File: src/rtl/lv_wdg_scan_pkg.sv
// Shared definitions for the LV watchdog register scanner: FSM states and the
// CRC-8 rule that the register file also uses when storing per-register CRCs.
package lv_wdg_scan_pkg;

    typedef enum logic [1:0] {
        ST_IDLE,
        ST_REQ,
        ST_CHK,
        ST_GAP
    } scan_state_e;

    localparam logic [7:0] CRC8_POLY = 8'h07;
    localparam logic [7:0] CRC8_INIT = 8'hFF;

    // One MSB-first CRC step: no reflection, no final xor.
    function automatic logic [7:0] crc8_step(input logic [7:0] crc, input logic din);
        logic fb;
        fb = crc[7] ^ din;
        return {crc[6:0], 1'b0} ^ (fb ? CRC8_POLY : 8'h00);
    endfunction

    function automatic logic [7:0] crc8(input logic [7:0] data);
        logic [7:0] crc;
        crc = CRC8_INIT;
        for (int i = 7; i >= 0; i--) begin
            crc = crc8_step(crc, data[i]);
        end
        return crc;
    endfunction

endpackage

File: src/rtl/lv_wdg_scan_crc8.sv
// Combinational CRC-8 over a DW-bit word, built from the shared package step.
module lv_wdg_scan_crc8
    import lv_wdg_scan_pkg::*;
#(
    parameter int DW = 8
) (
    input  logic [DW-1:0] data,
    output logic [7:0]    crc
);

    always_comb begin
        // NOTE: crc gets its value before the loop on every evaluation, so no latch is inferred.
        crc = CRC8_INIT;
        // NOTE: blocking assignments chain the bit steps combinationally; registers elsewhere use <=.
        for (int i = DW - 1; i >= 0; i--) begin
            crc = crc8_step(crc, data[i]);
        end
    end

endmodule

File: src/rtl/lv_wdg_scan_ctrl.sv
// Watchdog register scanner: walks the address window, checks stored CRCs and
// detects missing acks. CRC comparison exists only with LV_WDG_SCAN_CRC_CHK_EN.
module lv_wdg_scan_ctrl
    import lv_wdg_scan_pkg::*;
#(
    parameter int                REG_AW          = 7,
    parameter int                REG_DW          = 8,
    parameter int                REG_CRC_W       = 8,
    parameter logic [REG_AW-1:0] SCAN_START_ADDR = 7'h00,
    parameter logic [REG_AW-1:0] SCAN_END_ADDR   = 7'h1F,
    parameter int                ACK_TIMEOUT     = 16,
    parameter int                MAX_RETRY       = 2,
    parameter int                SCAN_GAP        = 256
) (
    input  logic                 i_clk,
    input  logic                 i_rst,
    input  logic                 i_scan_en,
    input  logic                 i_err_clr,
    output logic                 o_wdg_scan_rac_rd_req,
    output logic [REG_AW-1:0]    o_wdg_scan_rac_addr,
    input  logic                 i_rac_wdg_scan_ack,
    input  logic [REG_DW-1:0]    i_rac_wdg_scan_data,
    input  logic [REG_CRC_W-1:0] i_rac_wdg_scan_crc,
    output logic                 o_scan_busy,
    output logic                 o_scan_done,
    output logic                 o_scan_crc_err,
    output logic                 o_scan_timeout,
    output logic                 o_scan_err_sticky,
    output logic [REG_AW-1:0]    o_scan_err_addr
);

    localparam int TMO_W = (ACK_TIMEOUT > 1) ? $clog2(ACK_TIMEOUT) : 1;
    localparam int RTY_W = (MAX_RETRY > 0) ? $clog2(MAX_RETRY + 1) : 1;
    localparam int GAP_W = (SCAN_GAP > 1) ? $clog2(SCAN_GAP) : 1;

    localparam logic [TMO_W-1:0] TMO_LAST = TMO_W'(ACK_TIMEOUT - 1);
    localparam logic [RTY_W-1:0] RTY_MAX  = RTY_W'(MAX_RETRY);
    localparam logic [GAP_W-1:0] GAP_LAST = GAP_W'((SCAN_GAP > 0) ? SCAN_GAP - 1 : 0);

    scan_state_e      state;
    logic [TMO_W-1:0] tmo_cnt;
    logic [RTY_W-1:0] retry_cnt;
    logic [GAP_W-1:0] gap_cnt;

    logic ack_ok;
    logic final_tmo;
    logic advance;
    logic at_end;
    logic crc_mismatch;

    // Acks only count while a request is actually on the bus.
    assign ack_ok    = (state == ST_REQ) && o_wdg_scan_rac_rd_req && i_rac_wdg_scan_ack;
    assign final_tmo = (state == ST_REQ) && o_wdg_scan_rac_rd_req && !i_rac_wdg_scan_ack
                       && (tmo_cnt == TMO_LAST) && (retry_cnt == RTY_MAX);
    assign advance   = (state == ST_CHK) || final_tmo;
    assign at_end    = (o_wdg_scan_rac_addr == SCAN_END_ADDR);

`ifdef LV_WDG_SCAN_CRC_CHK_EN
    logic [REG_DW-1:0]    cap_data;
    logic [REG_CRC_W-1:0] cap_crc;
    logic [7:0]           calc_crc;

    // NOTE: capture registers carry no reset; they are loaded on every accepted ack before CHK reads them.
    always_ff @(posedge i_clk) begin
        if (ack_ok) begin
            cap_data <= i_rac_wdg_scan_data;
            cap_crc  <= i_rac_wdg_scan_crc;
        end
    end

    lv_wdg_scan_crc8 #(.DW(REG_DW)) u_crc8 (
        .data (cap_data),
        .crc  (calc_crc)
    );

    assign crc_mismatch = (calc_crc != cap_crc);
`else
    logic unused_rac_payload;
    assign unused_rac_payload = ^{i_rac_wdg_scan_data, i_rac_wdg_scan_crc};
    assign crc_mismatch       = 1'b0;
`endif

    always_ff @(posedge i_clk) begin
        if (i_rst) begin
            state                 <= ST_IDLE;
            o_wdg_scan_rac_rd_req <= 1'b0;
            o_wdg_scan_rac_addr   <= SCAN_START_ADDR;
            o_scan_busy           <= 1'b0;
            o_scan_done           <= 1'b0;
            o_scan_crc_err        <= 1'b0;
            o_scan_timeout        <= 1'b0;
            o_scan_err_sticky     <= 1'b0;
            o_scan_err_addr       <= '0;
            tmo_cnt               <= '0;
            retry_cnt             <= '0;
            gap_cnt               <= '0;
        end else begin
            o_scan_done    <= 1'b0;
            o_scan_crc_err <= 1'b0;
            o_scan_timeout <= 1'b0;
            // Error sets below are later assignments, so a set beats a same-cycle clear.
            if (i_err_clr) o_scan_err_sticky <= 1'b0;

            if (!i_scan_en) begin
                state                 <= ST_IDLE;
                o_wdg_scan_rac_rd_req <= 1'b0;
                o_scan_busy           <= 1'b0;
                tmo_cnt               <= '0;
                retry_cnt             <= '0;
                gap_cnt               <= '0;
            end else begin
                case (state)
                    ST_IDLE: begin
                        state                 <= ST_REQ;
                        o_wdg_scan_rac_addr   <= SCAN_START_ADDR;
                        o_wdg_scan_rac_rd_req <= 1'b1;
                        o_scan_busy           <= 1'b1;
                        tmo_cnt               <= '0;
                        retry_cnt             <= '0;
                    end
                    ST_REQ: begin
                        if (!o_wdg_scan_rac_rd_req) begin
                            o_wdg_scan_rac_rd_req <= 1'b1;
                        end else if (ack_ok) begin
                            state                 <= ST_CHK;
                            o_wdg_scan_rac_rd_req <= 1'b0;
                        end else if (tmo_cnt == TMO_LAST) begin
                            o_wdg_scan_rac_rd_req <= 1'b0;
                            tmo_cnt               <= '0;
                            if (retry_cnt != RTY_MAX) begin
                                retry_cnt <= retry_cnt + 1'b1;
                            end else begin
                                o_scan_timeout    <= 1'b1;
                                o_scan_err_sticky <= 1'b1;
                                o_scan_err_addr   <= o_wdg_scan_rac_addr;
                            end
                        end else begin
                            tmo_cnt <= tmo_cnt + 1'b1;
                        end
                    end
                    ST_CHK: begin
                        if (crc_mismatch) begin
                            o_scan_crc_err    <= 1'b1;
                            o_scan_err_sticky <= 1'b1;
                            o_scan_err_addr   <= o_wdg_scan_rac_addr;
                        end
                    end
                    ST_GAP: begin
                        if (gap_cnt == GAP_LAST) begin
                            state                 <= ST_REQ;
                            o_wdg_scan_rac_addr   <= SCAN_START_ADDR;
                            o_wdg_scan_rac_rd_req <= 1'b1;
                            gap_cnt               <= '0;
                        end else begin
                            gap_cnt <= gap_cnt + 1'b1;
                        end
                    end
                    default: state <= ST_IDLE;
                endcase

                // After a final timeout the request stays low one cycle before the next address.
                if (advance) begin
                    retry_cnt <= '0;
                    tmo_cnt   <= '0;
                    gap_cnt   <= '0;
                    if (!at_end) begin
                        state                 <= ST_REQ;
                        o_wdg_scan_rac_addr   <= o_wdg_scan_rac_addr + 1'b1;
                        o_wdg_scan_rac_rd_req <= (state == ST_CHK);
                    end else begin
                        o_scan_done         <= 1'b1;
                        o_wdg_scan_rac_addr <= SCAN_START_ADDR;
                        if (SCAN_GAP == 0) begin
                            state                 <= ST_REQ;
                            o_wdg_scan_rac_rd_req <= (state == ST_CHK);
                        end else begin
                            state                 <= ST_GAP;
                            o_wdg_scan_rac_rd_req <= 1'b0;
                        end
                    end
                end
            end
        end
    end

endmodule

File: config.mk
export PLATFORM = sky130hd
export DESIGN_NAME = lv_wdg_scan_ctrl
export DESIGN_NICKNAME = d
export VERILOG_FILES = /design/src/rtl/lv_wdg_scan_pkg.sv /design/src/rtl/lv_wdg_scan_crc8.sv /design/src/rtl/lv_wdg_scan_ctrl.sv
export SDC_FILE = /design/constraint.sdc
export NUM_CORES = 1
export LEC_CHECK = 0
export CORE_ASPECT_RATIO = 0.7
export CORE_MARGIN = 4
export CORE_UTILIZATION = 38
export CTS_BUF_LIST = sky130_fd_sc_hd__clkbuf_8 sky130_fd_sc_hd__clkbuf_16
export CTS_CLUSTER_DIAMETER = 200
export DETAILED_ROUTE_END_ITERATION = 16
export PLACE_DENSITY = 0.66
export SETUP_SLACK_MARGIN = 0.2
export SLEW_MARGIN = 30
export SYNTH_ARGS = -nofsm -noshare
export SYNTH_HDL_FRONTEND = slang
export SYNTH_SLANG_ARGS = --single-unit
File: constraint.sdc
create_clock -name i_clk -period 1.6 [get_ports i_clk]
set_input_delay 0.32 -clock i_clk [delete_from_list [all_inputs] [get_ports i_clk]]
set_output_delay 0.32 -clock i_clk [all_outputs]
set_load 0.02 [all_outputs]
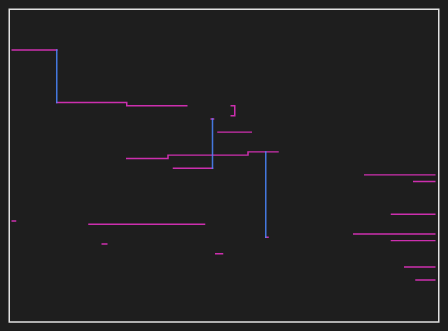
Run 1: signal wires by layer
Two of the layers only.
- blue: metal 4 (wire length 38.8 um)
- magenta: metal 3 (wire length 179 um)
Post-Route WL: 4.51 mm
Total Routing Usage GR: 0.164
Avg WL per Cell: 14.5 um
total number of vias: 1608

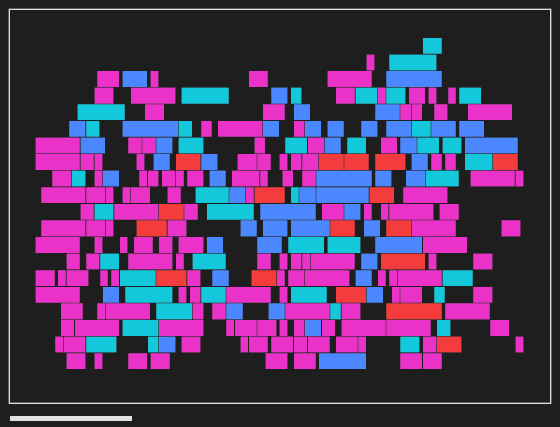
Run 1: drive-strength map
Bar = 20 um.
- red: _6 and larger (cells 17; most used buf_6)
- magenta: _0 and _1 cells (cells 151; most used dfxtp_1)
- cyan: _2 cells (cells 40)
- blue: _3 and _4 cells (cells 49; most used buf_4)
final instance area: 2650 sq um
buffers outside the clock class: 66
area delta synth->final: 53.4%
Setup WS post-layout: -0.0218 ns

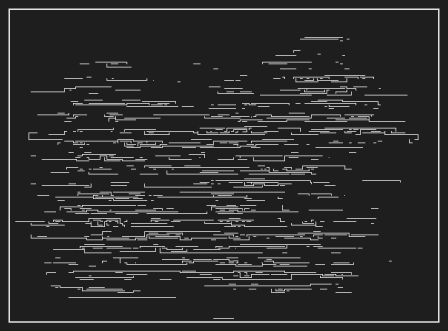
Run 1: M1 wires
- wire length on this layer: 2240 um
- longest straight run: 22.1 um
- share of all routed wire: 50%
met1 Use GR: 0.248

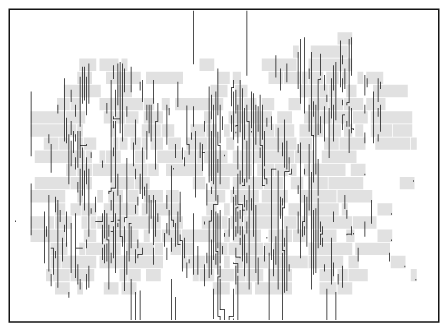
Run 1: M2 wires
- nets with wire on the layer: 225
- share of all routed wire: 45%
met2 usage: 0.221

[run 1: stage by stage]
| stage | instance area, sq um | setup TNS [ns] | cells | hold WS (ns) | utilization |
|---|---|---|---|---|---|
| after floorplan | 1780 | 0 | 193 | 0.474 | - |
| after global placement | 2290 | -7.55 | 297 | 0.459 | 0.526 |
| after detailed placement | 2290 | -8.63 | 297 | 0.466 | 0.526 |
| after CTS | 2400 | -0.268 | 305 | 0.472 | 0.552 |
| after global routing | 2650 | -1.35 | 312 | 0.502 | 0.607 |
| final | 2650 | -0.0735 | 312 | 0.480 | 0.607 |
[run 1: placed cells by master, fill, tap and decap left out, drive strengths merged, types with 2 or more instances in the layout]
master,Yosys,routed
a21oi,6,6
a31o,2,2
a31oi,3,3
and3,4,4
buf,3,42
clkbuf,5,10
clkdlybuf4s50,0,3
dfxtp,35,35
dlygate4sd2,0,15
ha,8,8
inv,5,6
mux2,2,2
mux2i,10,10
nand2,16,16
nand2b,4,4
nand3,6,6
nand3b,2,2
nand4,6,6
nor2,28,28
nor2b,5,5
nor3,4,4
o21a,2,2
o21ai,7,7
o31a,2,2
o32ai,6,6
or2,2,2
or3,2,2
xnor2,2,2
xor2,5,5
[run 1: logic make-up after synthesis]
| group | synth area share |
|---|---|
| compound gates | 0.144 |
| xor+xnor | 0.0356 |
| fa+ha+maj | 0.0581 |
| buf+inv | 0.0363 |
| flops | 0.406 |
| mux | 0.0711 |
| other cells | 0.00217 |
| simple gates | 0.247 |
[run 1: worst min-delay path by stage]
stage	end	slack (ns)	depth (start not counted)
2_1_floorplan	retry_cnt[0]	0.47	2
3_3_place_gp	o_scan_err_sticky	0.46	2
3_5_place_dp	o_scan_err_sticky	0.47	2
4_1_cts	o_scan_err_sticky	0.47	2
5_1_grt	o_scan_err_sticky	0.50	2
6_report	o_scan_busy	0.48	2
[run 1: area by class of cell]
| cell class | instances | area [sq um] | area share |
|---|---|---|---|
| Multi-Input combinational cell | 145 | 1190 | 0.449 |
| Sequential cell | 35 | 714 | 0.270 |
| Timing Repair Buffer | 66 | 582 | 0.220 |
| Clock buffer | 5 | 68.8 | 0.0260 |
| Tap cell | 55 | 68.8 | 0.0260 |
| Inverter | 5 | 18.8 | 0.00710 |
| Clock inverter | 1 | 3.75 | 0.00142 |
[run 1: registers in the layout, summed over array words and instances (netlist names), 2 cells and up]
name,flops
state,2
gap_cnt,8
tmo_cnt,4
retry_cnt,2
o_wdg_scan_rac_addr,7
o_scan_err_addr,7
[run 1: metal layers]
layer,GRT usage,vias to the layer above
met1,0.248,760
li1,-,816
met5,0,-
met2,0.221,26
met3,0.0412,6
met4,0.0509,0
[run 1: tightest hold or removal path, delay by kind of cell, from the launching register on]
family	cells	cell delay [ns]
flip-flops	1	0.33
AND/OR/NAND/NOR	2	0.12
[run 1: repair_timing]
item                       CTS  global route
setup endpoints to repair   53            40
gates resized               34            52
cloned                       0             1
buffers inserted             2             6
pin swaps                    7             9
[run 1: where the power goes]
| part | internal (uW) | total, uW | leakage (uW) | switching [uW] |
|---|---|---|---|---|
| combinational | 73.9 | 156 | 0.000759 | 81.9 |
| clock | 284 | 580 | 0.0000413 | 296 |
| sequential | 874 | 879 | 0.000287 | 4.86 |
==> flow_metrics.env, run 1 <==
# flow metrics
export IMPL_largest_area_cell="dfxtp_1"
export IMPL_ant_nets=0
export IMPL_syn_cell_area_sq_um=1720
export IMPL_cts_hold_buf=0
export IMPL_post_dp_hpwl_mm=2.98
export IMPL_nFillCells=384
export IMPL_clock_sinks=35
export IMPL_critical_path_class="flop to flop"
export IMPL_vdd_drop_max_mv=0.428
export IMPL_path_max_fanout=5
export IMPL_cp_cell_sequence="inv_2 > ha_4 > and3b_2 > buf_6 > buf_6 > nand4_4 > buf_12 > mux2i_2 > nor2_1"
export IMPL_async_flop_share=0
export IMPL_hold_path_class="flop to flop"
export IMPL_die_y_um=64.4
export IMPL_dieArea_sq_um=5700
export IMPL_met3_length_um=178
export IMPL_ios=41
export IMPL_area_leaders="dfxtp_1, nor2_1, ha_1, mux2i_1, nand2_1"
export IMPL_grt_pass1_vias=1510
export IMPL_end_kind="flop"
export IMPL_worstSetupStartpointType="flop"
export IMPL_row_count=20
export IMPL_top_cell="dfxtp_1"
export IMPL_gp_congestion=0.805
export IMPL_top_layer_used="met4"
export IMPL_post_place_ws_ns=-0.341
export IMPL_syn_area_per_cell_sq_um=8.93
export IMPL_synth_edff_count=0
export IMPL_clock_path_buffers=2
export IMPL_setup_viol=8
export IMPL_cp_depth=9
export IMPL_fin_crit_sh=1.01
export IMPL_synth_top_cell_area_share=0.406
export IMPL_cts_tree="yes"
export IMPL_nets=287
export IMPL_reg2reg_to="o_scan_err_addr[5]"
export IMPL_grt_max_degree=17
export IMPL_critPathMaxStageDelay_ns=0.34
export IMPL_yosys_area_sq_um=1720
export IMPL_finClkSkew_ns=0.00908
export IMPL_ys_flop_type="dfxtp_1"
export IMPL_core_sq_um=4350
export IMPL_cap_viol_max_count=0
export IMPL_met1_length_mm=2.24
export IMPL_worstSetupEndpoint="o_scan_err_addr[5]"
export IMPL_worstRegToRegCells=9
export IMPL_path_buffers=4
export IMPL_power_uw=1610
export IMPL_drcViolationCount=0
export IMPL_via_per_inst=5.15
export IMPL_worst_slack_ns=-0.0218
export IMPL_critPathTopFamily="buffers and inverters"
export IMPL_power_density_nw_per_um2=610
export IMPL_cp_common_cell="buf_6"
export IMPL_antenna_found_initial=0
export IMPL_status="finished with violations"
export IMPL_required_ns=1.77
export IMPL_initial_utilization=0.396
export IMPL_rsz0062_at_grt="true"
export IMPL_crit_arrival_ns=1.79
export IMPL_yosysWarnings=0
export IMPL_min_from="o_scan_busy"
export IMPL_wl_met2_mm=2.05
export IMPL_port_buffers=23
export IMPL_drv_slew=0
export IMPL_path_clk_slew_ns=0.07
export IMPL_syn_inst=193
export IMPL_violations="setup timing"
export IMPL_grt_overflow_total=0
export IMPL_ctsRootBufferMaster="clkbuf_8"
export IMPL_fp_dieW_um=88.5
export IMPL_clk_insertion_delay_late_ns=0.28
export IMPL_timing_critical_path_from="state[1]"
export IMPL_warning_count=48
export IMPL_period_minus_slack_ns=1.62
export IMPL_drive_gt1_frac=0.412
export IMPL_first_pass_iters=4
==> run 2, diff against run 1 <==
CAP_MARGIN = 5   (was default)
GPL_TIMING_DRIVEN = 0   (was default)
SKIP_CTS_REPAIR_TIMING = 1   (was default)
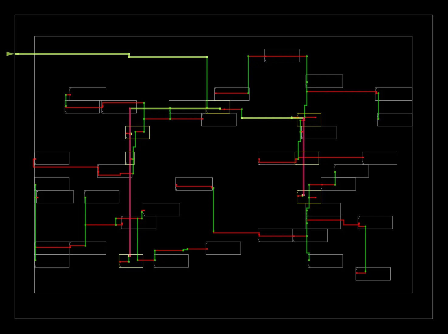
Run 2: clock routing
Clock Sinks: 35
clk_lat worst skew: 0.29 ns

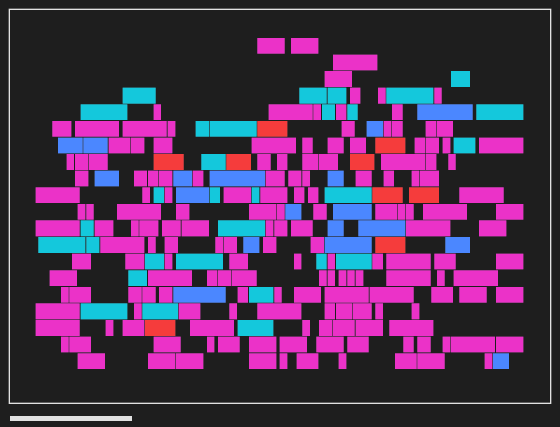
Run 2: drive-strength map
Bar = 20 um.
- blue: _3 and _4 cells (cells 18; most used buf_4)
- magenta: _0 and _1 cells (cells 171; most used dfxtp_1)
- red: _6 and larger (cells 9; most used clkbuf_8)
- cyan: _2 cells (cells 30; most used dfxtp_2)

==> flow_metrics.env, run 2 <==
# flow metrics
export IMPL_status="finished with violations"
export IMPL_violations="setup timing"
export IMPL_totalNegativeSetupSlack_ns=-1.84
export IMPL_rsz0062_at_grt="true"
export IMPL_worstRegToRegCells=6
export IMPL_yosysWarnings=0
export IMPL_fp_dieW_um=88.5
export IMPL_ys_sh_xor=0.0356
export IMPL_period_minus_slack_ns=1.75
export IMPL_port_buffers=22
export IMPL_gp_congestion=0.788
export IMPL_grt_pass1_vias=1307
export IMPL_ys_flop_type="dfxtp_1"
export IMPL_ys_sh_aoi=0.144
export IMPL_cap_viol_max_count=0
export IMPL_layout_top_cell="dfxtp_1"
export IMPL_critPathMaxStageDelay_ns=0.39
export IMPL_cp_cell_sequence="ha_4 > and3_4 > clkbuf_8 > a31o_4 > o31a_1 > o32ai_1"
export IMPL_path_clk_slew_ns=0.07
export IMPL_nFillCells=404
export IMPL_async_flop_share=0
export IMPL_ios=41
export IMPL_core_sq_um=4350
export IMPL_cts_tree="yes"
export IMPL_reg2reg_to="o_wdg_scan_rac_addr[5]"
export IMPL_ctsRootBufferMaster="clkbuf_8"
export IMPL_worstSetupEndpoint="o_wdg_scan_rac_addr[5]"
export IMPL_area_growth_pct=37.2
export IMPL_vdd_drop_max_mv=0.610
export IMPL_synthSimpleGateAreaFrac=0.247
export IMPL_first_pass_iters=4
export IMPL_row_count=20
export IMPL_setup_viol=22
export IMPL_reg_largest_list="gap_cnt (8), o_scan_err_addr (7), o_wdg_scan_rac_addr (7)"
export IMPL_place_area_sq_um=2070
export IMPL_design_area_sq_um=2360
export IMPL_syn_cell_area_sq_um=1720
export IMPL_worst_slack_ns=-0.150
export IMPL_hold_path_class="flop to flop"
export IMPL_path_max_fanout=6
export IMPL_critical_path_class="flop to flop"
==> run 2: cell counts after synthesis <==
Identical to the previous run, type by type.
==> run 2: area by class of cell <==
type	instances	area (sq um)	area share
inverter	5	18.8	0.00794
timing repair buffer	28	313	0.132
sequential	35	712	0.301
tap	55	68.8	0.0291
clock buffer	6	82.6	0.0349
multi-input combinational	145	1100	0.467
clock inverter	1	5.00	0.00212
buffer	8	61.3	0.0259
==> run 2: how the worst min path moves through the flow <==
stage	end
after floorplan	retry_cnt[0]
after global placement	o_scan_err_sticky
after detailed placement	o_scan_err_sticky
after CTS	o_wdg_scan_rac_addr[2]
after global routing	o_scan_err_sticky
final	o_scan_err_sticky
==> run 2: report_power, final <==
part           total (uW)  leakage [uW]  switching (uW)  internal, uW
combinational         113      0.000866            65.9          47.2
clock                 656     0.0000470             319           338
sequential            882      0.000287            6.14           876
==> run 2: metrics by stage <==
stage          utilization  hold slack (ns)
2_1_floorplan            -            0.474
3_3_place_gp         0.476            0.461
3_5_place_dp         0.476            0.465
4_1_cts              0.496            0.472
5_1_grt              0.543            0.495
6_report             0.543            0.468
==> run 2: per-layer routing <==
| metal | GRT usage | routed length [um] |
|---|---|---|
| met2 | 0.186 | 1690 |
| met5 | 0 | 0 |
| met3 | 0.0387 | 157 |
| met1 | 0.213 | 2120 |
| met4 | 0.0566 | 47 |
==> run 2: critical path: cells and delay by family (launching register included) <==
family,cells,cell delay [ns]
buffers and inverters,1,0.16
AND/OR/NAND/NOR,1,0.18
AND-OR/OR-AND,3,0.80
flip-flops,1,0.35
adder cells (fa/ha/maj),1,0.17
==> run 2: kinds of logic (layout without fill, tap and decap cells) <==
kind of cell,count (synthesis),count (layout)
buf+inv,13,48
other cells,1,1
compound gates,33,33
flops,35,35
xor+xnor,7,7
simple gates,84,84
fa+ha+maj,8,8
mux,12,12
Power figures rest on the tool's default switching activity, not on a simulated workload.
